$ cat src/rtl/key_conditioner.sv
// key_conditioner: per-key synchroniser, debouncer and press/release/repeat
// pulse generator for raw push-button inputs.
//
// Each key channel normalises polarity, passes through a 2-flop synchroniser
// and feeds an independent four-state FSM. All outputs are registered.
// dbg_state exposes every channel's FSM state, two bits per key, with key k
// at bits [2k+1:2k]. The encoding is IDLE=0, HELD=1, REPEAT=2, REL_DB=3.
//
// Press debounce counts stable cycles while in IDLE. Release debounce treats
// the HELD->REL_DB transition edge as its first stable cycle. This gives
// press and release the same end-to-end latency: the pulse appears after
// sampling edge E+1+DEBOUNCE_CYCLES.
module key_conditioner #(
  parameter int NUM_KEYS        = 2,
  parameter bit KEY_ACTIVE_LOW  = 1'b0,
  parameter int DEBOUNCE_CYCLES = 3,
  parameter int REPEAT_DELAY    = 0,
  parameter int REPEAT_PERIOD   = 8
) (
  input  logic                  CLOCK_50,
  input  logic                  RESET_N,
  input  logic [NUM_KEYS-1:0]   KEY_RAW,
  output logic [NUM_KEYS-1:0]   KEY_LEVEL,
  output logic [NUM_KEYS-1:0]   KEY_PRESS,
  output logic [NUM_KEYS-1:0]   KEY_REPEAT,
  output logic [NUM_KEYS-1:0]   KEY_RELEASE,
  output logic [2*NUM_KEYS-1:0] dbg_state
);

  localparam int MAX_DR  = (DEBOUNCE_CYCLES > REPEAT_DELAY) ? DEBOUNCE_CYCLES : REPEAT_DELAY;
  localparam int MAX_ALL = (MAX_DR > REPEAT_PERIOD) ? MAX_DR : REPEAT_PERIOD;
  localparam int CW      = $clog2(MAX_ALL + 1);

  // Terminal counts. Guarded so that degenerate parameter values never go negative.
  localparam logic [CW-1:0] DB_LAST  = CW'((DEBOUNCE_CYCLES >= 1) ? DEBOUNCE_CYCLES - 1 : 0);
  localparam logic [CW-1:0] REL_LAST = CW'((DEBOUNCE_CYCLES >= 2) ? DEBOUNCE_CYCLES - 2 : 0);
  localparam logic [CW-1:0] RD_LAST  = CW'((REPEAT_DELAY >= 1) ? REPEAT_DELAY - 1 : 0);
  localparam logic [CW-1:0] RP_LAST  = CW'((REPEAT_PERIOD >= 1) ? REPEAT_PERIOD - 1 : 0);
  localparam bit            REPEAT_EN = (REPEAT_DELAY > 0);
  // With a one-cycle debounce, a release is accepted on the first low sample.
  localparam bit            DB_SINGLE = (DEBOUNCE_CYCLES <= 1);

  typedef enum logic [1:0] {
    ST_IDLE   = 2'd0,
    ST_HELD   = 2'd1,
    ST_REPEAT = 2'd2,
    ST_REL_DB = 2'd3
  } state_t;

  // Saturating increment, so a counter can never wrap back to zero.
  function automatic logic [CW-1:0] sat_inc(input logic [CW-1:0] c);
    return (c == {CW{1'b1}}) ? c : c + CW'(1);
  endfunction

  logic [NUM_KEYS-1:0] pressed_raw;
  logic [NUM_KEYS-1:0] sync1_q;
  logic [NUM_KEYS-1:0] sync2_q;

  // Normalise so that 1 always means pressed downstream.
  assign pressed_raw = KEY_RAW ^ {NUM_KEYS{KEY_ACTIVE_LOW}};

  // Two-flop synchroniser. It resets to the not-pressed value.
  always_ff @(posedge CLOCK_50 or negedge RESET_N) begin
    if (!RESET_N) begin
      sync1_q <= '0;
      sync2_q <= '0;
    end else begin
      sync1_q <= pressed_raw;
      sync2_q <= sync1_q;
    end
  end

  for (genvar k = 0; k < NUM_KEYS; k++) begin : g_key
    state_t        state_q, state_d;
    logic [CW-1:0] cnt_q, cnt_d;
    logic          level_q, level_d;
    logic          press_q, press_d;
    logic          rep_q, rep_d;
    logic          rel_q, rel_d;
    logic          s;

    assign s = sync2_q[k];

    // Next-state, counter and pulse decode for one key channel.
    always_comb begin
      state_d = state_q;
      cnt_d   = cnt_q;
      level_d = level_q;
      press_d = 1'b0;
      rep_d   = 1'b0;
      rel_d   = 1'b0;
      case (state_q)
        ST_IDLE: begin
          if (s) begin
            if (cnt_q == DB_LAST) begin
              state_d = ST_HELD;
              level_d = 1'b1;
              press_d = 1'b1;
              cnt_d   = '0;
            end else begin
              cnt_d = sat_inc(cnt_q);
            end
          end else begin
            cnt_d = '0;
          end
        end
        ST_HELD: begin
          if (!s) begin
            if (DB_SINGLE) begin
              state_d = ST_IDLE;
              level_d = 1'b0;
              rel_d   = 1'b1;
            end else begin
              state_d = ST_REL_DB;
            end
            cnt_d = '0;
          end else if (REPEAT_EN) begin
            if (cnt_q == RD_LAST) begin
              state_d = ST_REPEAT;
              press_d = 1'b1;
              rep_d   = 1'b1;
              cnt_d   = '0;
            end else begin
              cnt_d = sat_inc(cnt_q);
            end
          end
        end
        ST_REPEAT: begin
          if (!s) begin
            if (DB_SINGLE) begin
              state_d = ST_IDLE;
              level_d = 1'b0;
              rel_d   = 1'b1;
            end else begin
              state_d = ST_REL_DB;
            end
            cnt_d = '0;
          end else if (cnt_q == RP_LAST) begin
            press_d = 1'b1;
            rep_d   = 1'b1;
            cnt_d   = '0;
          end else begin
            cnt_d = sat_inc(cnt_q);
          end
        end
        ST_REL_DB: begin
          if (!s) begin
            if (cnt_q == REL_LAST) begin
              state_d = ST_IDLE;
              level_d = 1'b0;
              rel_d   = 1'b1;
              cnt_d   = '0;
            end else begin
              cnt_d = sat_inc(cnt_q);
            end
          end else begin
            // A bounce back high cancels the release. Repeat timing starts over.
            state_d = ST_HELD;
            cnt_d   = '0;
          end
        end
        default: begin
          state_d = ST_IDLE;
          cnt_d   = '0;
          level_d = 1'b0;
        end
      endcase
    end

    // Channel state and registered outputs. Reset drops everything, with no release pulse.
    always_ff @(posedge CLOCK_50 or negedge RESET_N) begin
      if (!RESET_N) begin
        state_q <= ST_IDLE;
        cnt_q   <= '0;
        level_q <= 1'b0;
        press_q <= 1'b0;
        rep_q   <= 1'b0;
        rel_q   <= 1'b0;
      end else begin
        state_q <= state_d;
        cnt_q   <= cnt_d;
        level_q <= level_d;
        press_q <= press_d;
        rep_q   <= rep_d;
        rel_q   <= rel_d;
      end
    end

    assign KEY_LEVEL[k]         = level_q;
    assign KEY_PRESS[k]         = press_q;
    assign KEY_REPEAT[k]        = rep_q;
    assign KEY_RELEASE[k]       = rel_q;
    assign dbg_state[2*k +: 2]  = state_q;
  end

endmodule
$ cat config.mk
export PLATFORM = sky130hd
export DESIGN_NAME = key_conditioner
export DESIGN_NICKNAME = d
export VERILOG_FILES = /design/src/rtl/key_conditioner.sv
export SDC_FILE = /design/constraint.sdc
export NUM_CORES = 1
export LEC_CHECK = 0
export CAP_MARGIN = 15
export CORE_ASPECT_RATIO = 0.9
export CORE_MARGIN = 4
export CORE_UTILIZATION = 67
export DETAILED_ROUTE_END_ITERATION = 8
export DONT_BUFFER_PORTS = 1
export PLACE_DENSITY = 0.79
export SLEW_MARGIN = 20
export SYNTH_ARGS = -nofsm -noshare
export SYNTH_HDL_FRONTEND = slang
export SYNTH_SLANG_ARGS = --single-unit
$ cat constraint.sdc
create_clock -name CLOCK_50 -period 3.4 [get_ports CLOCK_50]
set_input_delay 0.68 -clock CLOCK_50 [delete_from_list [all_inputs] [get_ports CLOCK_50]]
set_output_delay 0.68 -clock CLOCK_50 [all_outputs]
set_load 0.02 [all_outputs]
==> impl_metrics.ini <==
; physical design summary
[worst_setup_path]
reg2reg_to = g_key[0].cnt_q[1]$_DFFE_PN0P_
end_kind = register
regToRegStartpoint = g_key[0].state_q[0]$_DFFE_PN0P_
r2r_setup_slack_ns = 1.36
critPathKind = register to register
reg2reg_depth = 6
crit_required_ns = 3.62
path_buffers = 1
critPathTopFamily = simple AND/OR/NAND/NOR gates
crit_arrival_ns = 2.27

[clock_network]
root_buffer = clkbuf_4
htree_num_levels = 1
cts_buffer_depth = 2
cts.clk_slew.worst_paths_ns = 0.13
post_cts_resized = 0
cts_buffers = 3
tritoncts = done
holdBufCountCts = 0

[drt]
viasPerCell = 6.32
ant_nets = 0
drtIter0Drc = 46
drt-pass1-iter-count = 4
routed_wl_mm = 2.56
vias = 1055
drcViolationCount = 0

[job]
cap_violations = 0
openroad.warnings = 38

[pwr]
p_total_mw = 1.06
p_clk_share_pct = 11.7
p_comb_share_pct = 45.3
pg_seq_mw = 0.454
power_frac_seq_pct = 42.9
power-top-group = combinational logic
p_leak_nw = 0.682
p_clk_mw = 0.124
power_per_cell_area_mw_per_mm2 = 721
switching_share_pct = 43.8
ir_drop_mv = 0.580
pg_comb_mw = 0.479
power.switching_mw = 0.463

[final_layout]
lay_top_count = dfrtp_1
fin_cells = 167
antennaDiodeCount = 0

[place]
finalWeightedCongestion = 0.875
place_ws_ns = 1.39
hpwlAfterDp_mm = 1.89
placed_cell_area_sq_mm = 0.00144

[hold_path]
hp-class = input pin to asynchronous set/reset pin

[logic_synthesis]
yosysMostFrequentCell = dfrtp_1
top_cell_area_share_pct = 39.5
synthArstFlopShare_pct = 100
ys_seq_share_pct = 39.5
ys_top_cells_by_count = dfrtp_1 (24), ha_1 (16), inv_1 (13)
edf_count = 0
synth_area_leader_cell = dfrtp_1
syn-cell-area_sq_mm = 0.00152
yosysWarnings = 0
yosys-stat-area_sq_mm = 0.00152
synth_cells = 151
synth_nets = 171

[final_timing]
min_period_over_period_pct = 60.1
worst_hold_slack_ns = 0.0426
fmax_mhz = 489
max_slew_margin_pct = 70.6
rsz0062_at_grt = false
setup_violations = 0
finalCriticalPeriod_ns = 2.04

[run_status]
status = finished clean

[grt]
grt_pass1_wl_mm = 4.44
grt_use_total_pct = 18.8
grt_max_degree = 25
grt_pass1_vias = 1009
antenna_found_initial = 0
grt-ovfl-total = 0

[floorplan]
die_area_sq_mm = 0.00310
fp.dieW_microns = 58.2
die_h_microns = 53.2
[worst max path at each step]
stage	startpoint	endpoint	slack, ns	depth (start not counted)
final	g_key[0].state_q[0]$_DFFE_PN0P_	g_key[0].cnt_q[1]$_DFFE_PN0P_	1.36	6
after global routing	g_key[0].state_q[1]$_DFFE_PN0P_	g_key[0].cnt_q[1]$_DFFE_PN0P_	1.18	6
after CTS	g_key[0].state_q[0]$_DFFE_PN0P_	g_key[0].cnt_q[1]$_DFFE_PN0P_	1.35	6
after detailed placement	g_key[0].state_q[0]$_DFFE_PN0P_	g_key[0].cnt_q[1]$_DFFE_PN0P_	1.39	6
after global placement	g_key[0].state_q[0]$_DFFE_PN0P_	g_key[0].cnt_q[1]$_DFFE_PN0P_	1.49	6
after floorplan	g_key[0].state_q[0]$_DFFE_PN0P_	g_key[0].cnt_q[1]$_DFFE_PN0P_	1.61	6
[final cells by class]
type                    instances  area [sq um]
clock buffers                   3          22.5
fillers                       162           696
inverters                      13          48.8
multi-input cells             100           761
flip-flops and latches         24           601
well taps                      27          33.8
[sequential cells by signal, indices dropped and copies added, names as in the netlist]
name,flops
sync2_q,2
g_key.level_q,2
g_key.rel_q,2
sync1_q,2
g_key.cnt_q,8
g_key.press_q,2
g_key.rep_q,2
g_key.state_q,4
[routing by layer]
| layer | vias up | global-route usage (%) | wire length (microns) |
|---|---|---|---|
| li1 | 504 | - | - |
| met3 | 4 | 4.15 | 209 |
| met5 | - | 0 | 0 |
| met2 | 45 | 29.3 | 1110 |
| met1 | 502 | 26.1 | 1210 |
| met4 | 0 | 5.41 | 25 |
[cell families after synthesis]
logic type	after synthesis	share of synthesized area, %
compound gates	38	17.5
fa+ha+maj	16	13.2
mux	2	1.65
xor+xnor	1	0.576
buf+inv	27	10.5
flops	24	39.5
simple gates	43	17.1
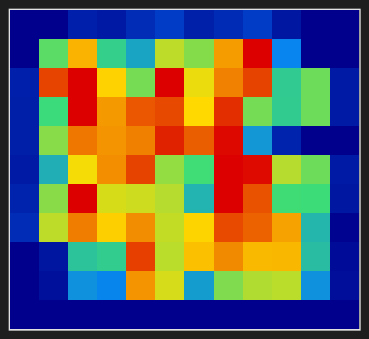
Fig. 1. Placement density heat map.
Drawn at 6 px/micron. The die is cut into 12 by 11 equal tiles; dark blue is low, red is high, 0 to 100% covered.
nearly empty tiles: 18%
densest ninth of the die: centre
mean over tiles: 46%
emptiest ninth of the die: lower left
tiles over 75% full: 31%
fullest tile: 100%
Core Box Area: 0.00216 sq mm
fin util: 67.8%
fp util: 70.3%

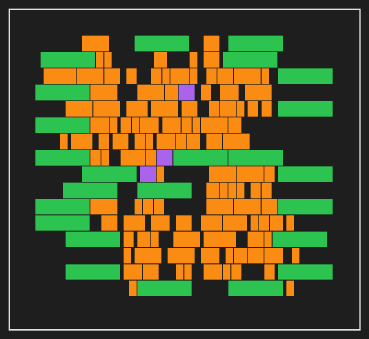
Fig. 2. Placement by cell class.
Drawn at 6 px/micron.
legend:
  orange:
    class: remaining logic cells
    cells: 113
    share_of_their_area: 57%
  green:
    class: registers
    cells: 24
    share_of_their_area: 42%
  purple:
    class: clock-net drivers
    cells: 3
    share_of_their_area: 1.6%
post-route cell area: 0.00147 sq mm
standard-cell row count: 16

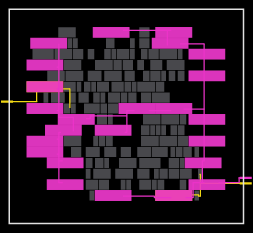
Fig. 3. Nets reached from selected ports.
Drawn at 4 px/micron.
legend:
  magenta:
    port: RESET_N
    bits: 1
    direction: input
    edge: right
    end_cells: 24
    buffers: 0
    wire: 156 microns
  yellow:
    port: KEY_LEVEL
    bits: 2
    direction: output
    edge: 1 left, 1 right
    end_cells: 2
    buffers: 0
    wire: 40.6 microns
num ports: 16
I/O Buffers: 0

Power is estimated from default activity; no workload was simulated.
